### Logic cells by family

Drawn at 2 px/µm.
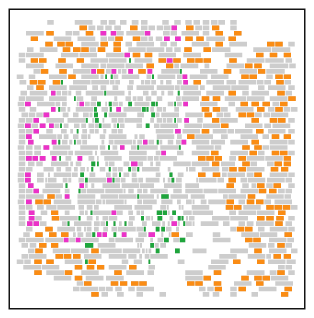
### Signal wires by layer

Drawn at 2 px/µm.
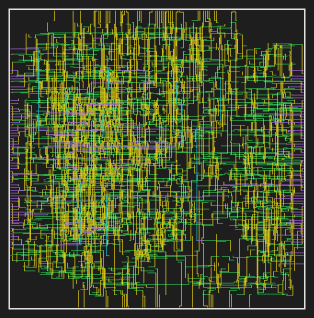
### Signal wires on met3

Drawn at 3 px/µm.
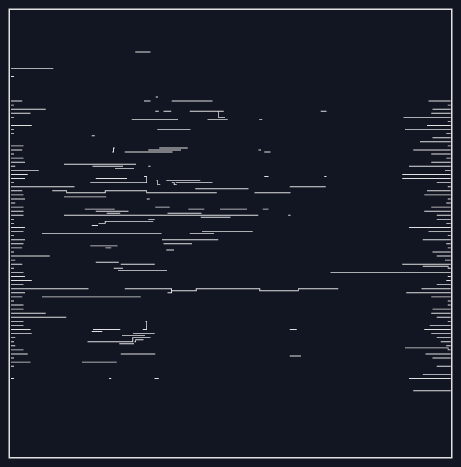
==> config.mk <==
export PLATFORM = sky130hd
export DESIGN_NAME = if_stage
export DESIGN_NICKNAME = d
export VERILOG_FILES = /design/src/rtl/riscv_cpu_pkg.sv /design/src/rtl/if_stage_fetch_fifo.sv /design/src/rtl/if_stage.sv
export SDC_FILE = /design/constraint.sdc
export NUM_CORES = 1
export LEC_CHECK = 0
export CAP_MARGIN = 20
export CORE_AREA = 3 3 144 146
export CTS_CLUSTER_DIAMETER = 200
export CTS_CLUSTER_SIZE = 14
export DETAILED_ROUTE_END_ITERATION = 16
export DIE_AREA = 0 0 147 149
export GPL_TIMING_DRIVEN = 1
export PLACE_DENSITY = 0.78
export SETUP_SLACK_MARGIN = 0.05
export SLEW_MARGIN = 20
export SYNTH_ARGS = -nofsm -noshare
export SYNTH_HDL_FRONTEND = slang
export SYNTH_SLANG_ARGS = --single-unit
==> constraint.sdc <==
create_clock -name clk_i -period 2.97 [get_ports clk_i]
set_input_delay 0.297 -clock clk_i [delete_from_list [all_inputs] [get_ports clk_i]]
set_output_delay 0.297 -clock clk_i [all_outputs]
set_load 0.05 [all_outputs]
==> impl_metrics.env <==
# physical design summary
export IMPL_run_status="completed"
export IMPL_max_clk_rate_ghz=0.3555
export IMPL_die_w_um=147
export IMPL_grt_first_pass_wirelength_mm=40.84
export IMPL_place_worst_setup_slack_ps=289.9
export IMPL_via_count_of_the_first_global_routing_pass=8010
export IMPL_maxSlewHeadroom=0.5002
export IMPL_cts_buffers=17
export IMPL_synth_cells=841
export IMPL_pwr_share_clk=0.204
export IMPL_netlist_area_um2=10070
export IMPL_synth_yosys_chip_area_um2=10070
export IMPL_dominantRegCellSynth="sky130_fd_sc_hd__dfrtp_1"
export IMPL_final_worst_path_period_need_ps=2813
export IMPL_synth_cell_type_count=47
export IMPL_enable_flop_cells=0
export IMPL_reg2reg_slack_ps=520
export IMPL_worst_slew_pin_slew_ps=749.6
export IMPL_cp_data_arrival_time_ps=2520
export IMPL_netlist_top_cells_area="sky130_fd_sc_hd__dfrtp_1 (48%), sky130_fd_sc_hd__mux2_2 (21%), sky130_fd_sc_hd__a22oi_1 (4.3%)"
export IMPL_design_core_area_um2=19530
export IMPL_largest_area_cell="sky130_fd_sc_hd__dfrtp_1"
export IMPL_power_per_cell_area_nw_per_um2=881.3
export IMPL_post_cts_hold_buffer_count=1
export IMPL_critical_path_endpoint_type="output pin"
export IMPL_wl_met3_mm=1.574
export IMPL_final_setup_skew_ps=12.33
export IMPL_postCtsSetupBuffers=0
export IMPL_timing_max_cap_violations=0
export IMPL_drt_iter0_drc=523
export IMPL_total_power_mw=11.52
export IMPL_std_cell_rows=51
export IMPL_finalNetCount=1130
export IMPL_synthArstFlopShare=1.000
export IMPL_required_ps=2670
export IMPL_ioPinCount=201
export IMPL_post_route_cells_drive_above_1_share=0.2612
export IMPL_pin_count_of_the_biggest_net_entering_global_routing=91
export IMPL_wire_length_on_met1_mm=11.14
export IMPL_hold_worst_slack_ps=486.0
export IMPL_switching_pwr_mw=4.861
export IMPL_intPower_mw=6.659
export IMPL_first_pass_iters=5
export IMPL_syn_to_final_growth_pct=29.84
export IMPL_cts_repair_resized_insts=0
export IMPL_critical_path_class="reg2out"
export IMPL_number_of_cells_traversed_by_the_worst_hold_path=1
export IMPL_highest_layer="met4"
export IMPL_synthesis_nets=954
export IMPL_diodes=0
export IMPL_power_share_sequential=0.341
export IMPL_post_synth_top_area_fraction=0.4797
export IMPL_grt_setup_unrepaired="no"
export IMPL_start_kind="flip-flop"
export IMPL_instance_area_after_placement_um2=12460
export IMPL_mostFrequentLayoutCells="sky130_fd_sc_hd__clkdlybuf4s50_1 (195), sky130_fd_sc_hd__dfrtp_1 (192), sky130_fd_sc_hd__mux2_2 (185)"
export IMPL_worst_r2r_path_depth=7
export IMPL_crit_fanout=24
export IMPL_wl_met2_mm=12.08
export IMPL_post_synth_cell_area_avg_um2=11.97
export IMPL_postRouteAntennaNets=0
About 'Logic cells by family':
family	colour	cells
NAND gates	green	81
multiplexers	orange	193
AND-OR and OR-AND gates	magenta	62
Non-Filler Instances: 1295
share of the final layout cell area in multi-input gates: 0.3654
most instantiated logic cell after routing: sky130_fd_sc_hd__clkdlybuf4s50_1

About 'Signal wires by layer':
layer	colour	wire length
metal 4	cyan	322 µm
metal 3	purple	1570 µm
metal 2	yellow	12100 µm
metal 1	green	11100 µm
Global Route Usage Sum: 0.2297
total wire length after detailed routing: 25.12 mm
overall via count from detail_route: 7683
post-detailed-route wirelength per cell: 19.40 µm

About 'Signal wires on met3':
nets with wire on the layer	169
main direction	horizontal
share of all routed wire	6.3%
global-route track usage on met3: 0.04892

kinds of logic (layout without fill, tap and decap cells):
logic type               count (synthesis)  in the layout  share of synthesized area
flip-flops                             199            199                     0.4953
AND-OR/OR-AND                          198            198                     0.1465
multiplexers                           193            193                     0.2159
AND/OR/NAND/NOR                        126            126                    0.06748
buffers and inverters                   82            271                    0.03368
XOR/XNOR                                33             33                    0.02871
adder cells (fa/ha/maj)                 10             10                    0.01243
cells in the mapped netlist, types with 2 or more instances:
library cell,instances
sky130_fd_sc_hd__a21oi_1,33
sky130_fd_sc_hd__a221oi_1,29
sky130_fd_sc_hd__a22o_1,30
sky130_fd_sc_hd__a22oi_1,58
sky130_fd_sc_hd__a31oi_1,3
sky130_fd_sc_hd__and2_1,3
sky130_fd_sc_hd__and3_1,7
sky130_fd_sc_hd__and3b_1,2
sky130_fd_sc_hd__and4_1,3
sky130_fd_sc_hd__buf_1,4
sky130_fd_sc_hd__buf_2,22
sky130_fd_sc_hd__clkbuf_1,40
sky130_fd_sc_hd__dfrtp_1,193
sky130_fd_sc_hd__dfstp_2,6
sky130_fd_sc_hd__ha_1,10
sky130_fd_sc_hd__inv_1,15
sky130_fd_sc_hd__mux2_1,8
sky130_fd_sc_hd__mux2_2,185
sky130_fd_sc_hd__nand2_1,46
sky130_fd_sc_hd__nand2b_1,4
sky130_fd_sc_hd__nand3_1,13
sky130_fd_sc_hd__nand3b_1,3
sky130_fd_sc_hd__nand4_1,12
sky130_fd_sc_hd__nand4b_1,2
sky130_fd_sc_hd__nor2_1,16
sky130_fd_sc_hd__nor3_1,4
sky130_fd_sc_hd__nor3_2,4
sky130_fd_sc_hd__o2111ai_1,2
sky130_fd_sc_hd__o21a_1,29
sky130_fd_sc_hd__o21ai_0,5
sky130_fd_sc_hd__o221ai_1,2
sky130_fd_sc_hd__o2bb2ai_1,2
sky130_fd_sc_hd__xnor2_1,17
sky130_fd_sc_hd__xor2_1,16
final cells by class:
cell class | instances | area (µm²)
fill | 1541 | 6454
inverter | 15 | 56.30
timing repair buffer | 224 | 2316
tap | 265 | 331.6
clock buffer | 18 | 439.2
multi-input combinational | 560 | 4777
clock inverter | 14 | 161.4
sequential | 199 | 4991
power groups by stage:
stage	clock network, mW	registers, mW	logic [mW]
final	2.35	3.92	5.25
after global routing	2.52	4.02	5.55
after CTS	2.40	3.92	5.26
after detailed placement	0	3.97	5.23
after global placement	0	3.93	5.17
after floorplan	0	4.42	2.94
routing by layer:
layer | vias to the layer above | track usage
li1 | 3490 | -
met1 | 3883 | 0.3098
met2 | 280 | 0.3833
met3 | 30 | 0.04892
met4 | 0 | 0.05685
met5 | - | 0
critical path, cell delays in order (launching register included):
cell                              delay (ps)
sky130_fd_sc_hd__dfrtp_4                 670
sky130_fd_sc_hd__buf_4                   330
sky130_fd_sc_hd__mux2_2                  370
sky130_fd_sc_hd__clkdlybuf4s50_1         710
Power is estimated from default activity; no workload was simulated.
